--- config.mk ---
export PLATFORM = sky130hd
export DESIGN_NAME = rc_vc_route_stage
export DESIGN_NICKNAME = d
export VERILOG_FILES = /design/src/rtl/rc_vc_route_stage.sv
export SDC_FILE = /design/constraint.sdc
export NUM_CORES = 1
export LEC_CHECK = 0
export CORE_AREA = 2 2 278 280
export DETAILED_ROUTE_END_ITERATION = 16
export DIE_AREA = 0 0 280 282
export DONT_BUFFER_PORTS = 1
export PLACE_DENSITY = 0.32
export SLEW_MARGIN = 15
export SYNTH_ARGS = -nofsm -noshare
export SYNTH_HDL_FRONTEND = slang
export SYNTH_SLANG_ARGS = --single-unit
--- constraint.sdc ---
create_clock -name clk -period 19.8 [get_ports clk]
set_input_delay 1.98 -clock clk [delete_from_list [all_inputs] [get_ports clk]]
set_output_delay 1.98 -clock clk [all_outputs]
set_load 0.005 [all_outputs]
--- src/rtl/rc_vc_route_stage.sv ---
// rc_vc_route_stage: west-first adaptive route computation, route locked per (input port, input VC) from head to tail.
// Latency: 1 cycle through one registered valid/ready slot per input port; 1 flit/cycle/port throughput.
// Backpressure: in_ready[p] = !out_valid[p] || out_ready[p]; out_* hold while out_valid & !out_ready.
// Optional feature macro: RC_ERR_EN (sticky err, orphan body/tail drop, out-of-range dest to L/VC0).
module rc_vc_route_stage #(
  parameter int FLIT_W  = 64,
  parameter int COORD_W = 3,
  parameter int NUM_VC  = 2,
  parameter int MESH_X  = 4,
  parameter int MESH_Y  = 4,
  localparam int VC_W   = (NUM_VC > 1) ? $clog2(NUM_VC) : 1
) (
  input  logic                  clk,
  input  logic                  rst,
  input  logic [COORD_W-1:0]    curr_x,
  input  logic [COORD_W-1:0]    curr_y,
  input  logic [5*FLIT_W-1:0]   in_flit,
  input  logic [5*VC_W-1:0]     in_vc,
  input  logic [4:0]            in_valid,
  output logic [4:0]            in_ready,
  input  logic [5*NUM_VC-1:0]   vc_avail,
  output logic [5*FLIT_W-1:0]   out_flit,
  output logic [5*VC_W-1:0]     out_ivc,
  output logic [14:0]           out_port,
  output logic [5*VC_W-1:0]     out_ovc,
  output logic [4:0]            out_valid,
  input  logic [4:0]            out_ready,
  output logic [4:0]            err
);

  localparam logic [2:0] FT_HEAD   = 3'b000;
  localparam logic [2:0] FT_TAIL   = 3'b010;
  localparam logic [2:0] FT_SINGLE = 3'b011;

  localparam logic [2:0] P_N = 3'd0;
  localparam logic [2:0] P_E = 3'd1;
  localparam logic [2:0] P_S = 3'd2;
  localparam logic [2:0] P_W = 3'd3;
  localparam logic [2:0] P_L = 3'd4;

  typedef enum logic {IDLE = 1'b0, LOCKED = 1'b1} rt_state_e;

  // The mesh must be addressable by the coordinate fields.
  if (MESH_X > (1 << COORD_W) || MESH_Y > (1 << COORD_W)) begin : g_bad_cfg
    $error("rc_vc_route_stage: mesh does not fit in COORD_W bits");
  end

  // Index of the lowest free VC in a mask, 0 when the mask is empty.
  function automatic logic [VC_W-1:0] low_vc(input logic [NUM_VC-1:0] mask);
    logic [VC_W-1:0] r;
    r = '0;
    for (int i = NUM_VC - 1; i >= 0; i--) begin
      if (mask[i]) r = VC_W'(i);
    end
    return r;
  endfunction

  for (genvar p = 0; p < 5; p++) begin : g_port
    logic [FLIT_W-1:0]  flit;
    logic [COORD_W-1:0] dst_x, dst_y;
    logic [2:0]         ftype;
    logic [VC_W-1:0]    ivc;
    logic               is_head, is_single, is_tail, is_start, xfer, fwd_d;
    logic               prod_n, prod_s, prod_e, avail_n, avail_s, avail_e;
    logic [2:0]         route_port, port_d;
    logic [VC_W-1:0]    route_ovc, ovc_d;

    rt_state_e          state_q    [NUM_VC];
    logic [2:0]         tbl_port_q [NUM_VC];
    logic [VC_W-1:0]    tbl_ovc_q  [NUM_VC];

    logic               valid_q;
    logic [FLIT_W-1:0]  flit_q;
    logic [VC_W-1:0]    ivc_q, ovc_q;
    logic [2:0]         port_q;

    assign flit      = in_flit[p*FLIT_W +: FLIT_W];
    assign dst_y     = flit[FLIT_W-1 -: COORD_W];
    assign dst_x     = flit[FLIT_W-1-COORD_W -: COORD_W];
    assign ftype     = flit[FLIT_W-1-2*COORD_W -: 3];
    assign ivc       = in_vc[p*VC_W +: VC_W];
    assign is_head   = (ftype == FT_HEAD);
    assign is_single = (ftype == FT_SINGLE);
    assign is_tail   = (ftype == FT_TAIL);
    assign is_start  = is_head || is_single;

    assign in_ready[p] = !valid_q || out_ready[p];
    assign xfer        = in_valid[p] && in_ready[p];

    assign prod_n  = (dst_y > curr_y);
    assign prod_s  = (dst_y < curr_y);
    assign prod_e  = (dst_x > curr_x);
    assign avail_n = |vc_avail[0*NUM_VC +: NUM_VC];
    assign avail_e = |vc_avail[1*NUM_VC +: NUM_VC];
    assign avail_s = |vc_avail[2*NUM_VC +: NUM_VC];

`ifdef RC_ERR_EN
    logic dst_oob, illegal, err_q;
    assign dst_oob = (32'(dst_x) >= MESH_X) || (32'(dst_y) >= MESH_Y);
    // Only head/single carry a destination; bodies are judged by FSM state alone.
    assign illegal = is_start ? ((state_q[ivc] == LOCKED) || dst_oob) : (state_q[ivc] == IDLE);
    assign fwd_d   = is_start || (state_q[ivc] == LOCKED);
    assign err[p]  = err_q;

    // Sticky error flag, cleared only by reset.
    always_ff @(posedge clk or posedge rst) begin
      if (rst) err_q <= 1'b0;
      else if (xfer && illegal) err_q <= 1'b1;
    end
`else
    assign fwd_d  = 1'b1;
    assign err[p] = 1'b0;
`endif

    // West-first: any westward hop is taken first; otherwise adapt among productive N/S/E.
    always_comb begin
      route_port = P_L;
      if (dst_x == curr_x && dst_y == curr_y) route_port = P_L;
      else if (dst_x < curr_x)                route_port = P_W;
      else if (prod_n && avail_n)             route_port = P_N;
      else if (prod_s && avail_s)             route_port = P_S;
      else if (prod_e && avail_e)             route_port = P_E;
      else if (prod_n)                        route_port = P_N;
      else if (prod_s)                        route_port = P_S;
      else                                    route_port = P_E;
`ifdef RC_ERR_EN
      if (dst_oob) route_port = P_L;
`endif
    end

`ifdef RC_ERR_EN
    assign route_ovc = dst_oob ? '0 : low_vc(vc_avail[route_port*NUM_VC +: NUM_VC]);
`else
    assign route_ovc = low_vc(vc_avail[route_port*NUM_VC +: NUM_VC]);
`endif

    // Head/single use the fresh route; everything else replays the locked route.
    always_comb begin
      port_d = route_port;
      ovc_d  = route_ovc;
      if (!is_start) begin
        port_d = tbl_port_q[ivc];
        ovc_d  = tbl_ovc_q[ivc];
      end
    end

    // Per-VC route FSM and route table; only this port writes its own entries.
    always_ff @(posedge clk or posedge rst) begin
      if (rst) begin
        for (int v = 0; v < NUM_VC; v++) begin
          state_q[v]    <= IDLE;
          tbl_port_q[v] <= '0;
          tbl_ovc_q[v]  <= '0;
        end
      end else if (xfer) begin
        if (is_head) begin
          state_q[ivc]    <= LOCKED;
          tbl_port_q[ivc] <= route_port;
          tbl_ovc_q[ivc]  <= route_ovc;
        end else if (is_single || is_tail) begin
          state_q[ivc] <= IDLE;
        end
      end
    end

    // Output slot: refills whenever the downstream side has room, holds otherwise.
    always_ff @(posedge clk or posedge rst) begin
      if (rst) begin
        valid_q <= 1'b0;
        flit_q  <= '0;
        ivc_q   <= '0;
        port_q  <= '0;
        ovc_q   <= '0;
      end else if (in_ready[p]) begin
        valid_q <= xfer && fwd_d;
        if (xfer) begin
          flit_q <= flit;
          ivc_q  <= ivc;
          port_q <= port_d;
          ovc_q  <= ovc_d;
        end
      end
    end

    assign out_valid[p]                = valid_q;
    assign out_flit[p*FLIT_W +: FLIT_W] = flit_q;
    assign out_ivc[p*VC_W +: VC_W]     = ivc_q;
    assign out_port[p*3 +: 3]          = port_q;
    assign out_ovc[p*VC_W +: VC_W]     = ovc_q;
  end

endmodule

Clock routing:
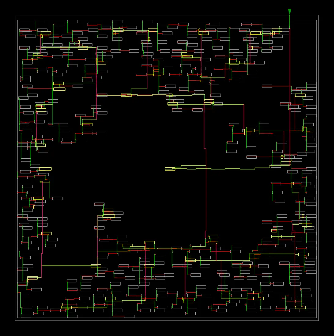
worst skew pair latency: 0.57 ns
Num CTS Buffers: 48
Worst Skew: 0.0124 ns
Clock Sinks: 390
flop count: 390

Metal 4:
Scale: 1.5 px per um.
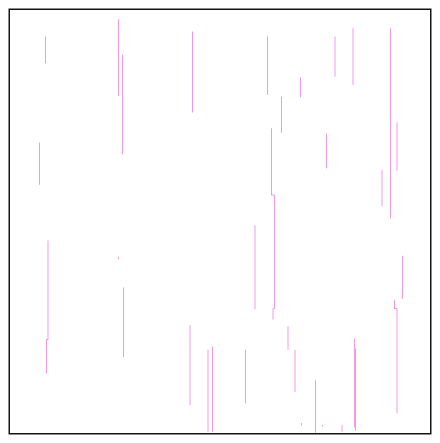
nets with wire on the layer: 17
longest straight run: 127 um
main direction: vertical
share of all routed wire: 2.6%
wire length on this layer: 1390 um

Pin placement:
Scale: 1.5 px per um. Pins as bars across the die edge, other pins in gray.
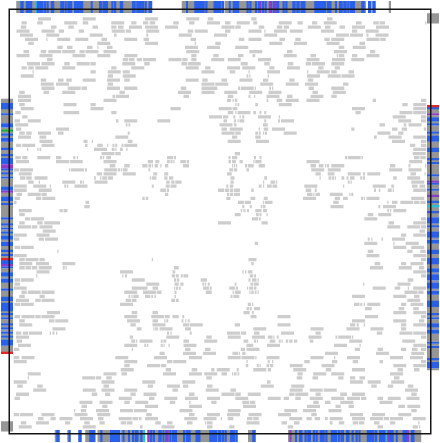
[blue] out_flit | pins: 320 | direction: output | edge: 111 top, 98 bottom, 56 right, 55 left
[green] rst | pins: 1 | direction: input | edge: left
[red] curr_y | pins: 3 | direction: input | edge: 2 left, 1 right
[purple] out_port | pins: 15 | direction: output | edge: 5 bottom, 4 left, 3 top, 3 right
[cyan] out_valid | pins: 5 | direction: output | edge: 2 top, 2 bottom, 1 right

==> results.cfg <==
; flow metrics
[final_layout]
seq_area_frac = 0.516
clock_area_frac = 0.0827
largest_register = g_port.flit_q
n_antenna_cell = 3
final_cell_area_um2 = 18900
fin_nets = 1549
mi_logic_area_um2 = 6220
lay_top_count = dfrtp_1
regArea_um2 = 9760
area_growth_pct = 15.5
comb-cell-share = 0.329
largest_reg_flops = 320
logic_gate_count = 702
area_dominant_class = flip-flops and latches
nClkBuffers = 73
layout.cells.non_filler = 2181
layout.nonclk_buf_frac = 0.00304

[global_routing]
grt_pass1_wl_mm = 73.7
antenna_found_initial = 8
grt_use_total = 0.129
gr-usage-met3 = 0.0485

[yosys]
top_logic_kind = multiplexers
ys_ff = 390
avgSynthCellArea_um2 = 14.0
synth.most_common_cell = dfrtp_1
aoi_share = 0.0437
ys_sh_adder = 0.0229
yosysCellCount = 1172
netlist_area_um2 = 16400
yosysTopAreaCellShare = 0.596
area_leaders = dfrtp_1 (60%), mux2_2 (24%), ha_1 (2.3%)
top_area_cell = dfrtp_1
syn_inst = 1172
synthMuxAreaShare = 0.257

[pwr]
powerDensity_nw_per_um2 = 114
finalPower_mw = 2.16
seq-power_mw = 1.04
p_comb_mw = 0.233
swShare = 0.264

[worst_setup_path]
r2r_end = g_port[2].tbl_port_q[3]
r2r_start = g_port[2].valid_q
crit_arrival_ns = 2.32
cpPeakStageDelay_ns = 0.34
endpoint = in_ready[0]
critical_path.cell_chain = or2b_2
path_buffers = 0
crit_slowest_cell = or2b_2
critPathRequiredTime_ns = 17.82
r2r_cells = 5

[floorplan]
core_region_area_um2 = 75700
die_x_um = 280
io_pins = 713

[timing]
tightest_slew_ns = 1.05
finalClockPeriodUsage = 0.217
layout_setup_ws_ns = 15.50
maxSlewViolCount = 0
fmaxAchievable_mhz = 233
max_slew_margin = 0.298
hold_viol = 0
hold_ws_ns = 0.467

[drt]
dr_wl_met3_mm = 4.64
top_layer = met5
routed_wl_mm = 53.5
drtPass1Iterations = 4
drt-met1-wl_mm = 19.9
wire_per_inst_um = 24.5
drc = 0

[place]
port_buffers = 0

[clock_tree]
cts_setup_buffers = 0
cts.repair.resized = 0
cts_hold_buf = 0

[run]
warning_count = 32

[status]
status = finished, final reports clean
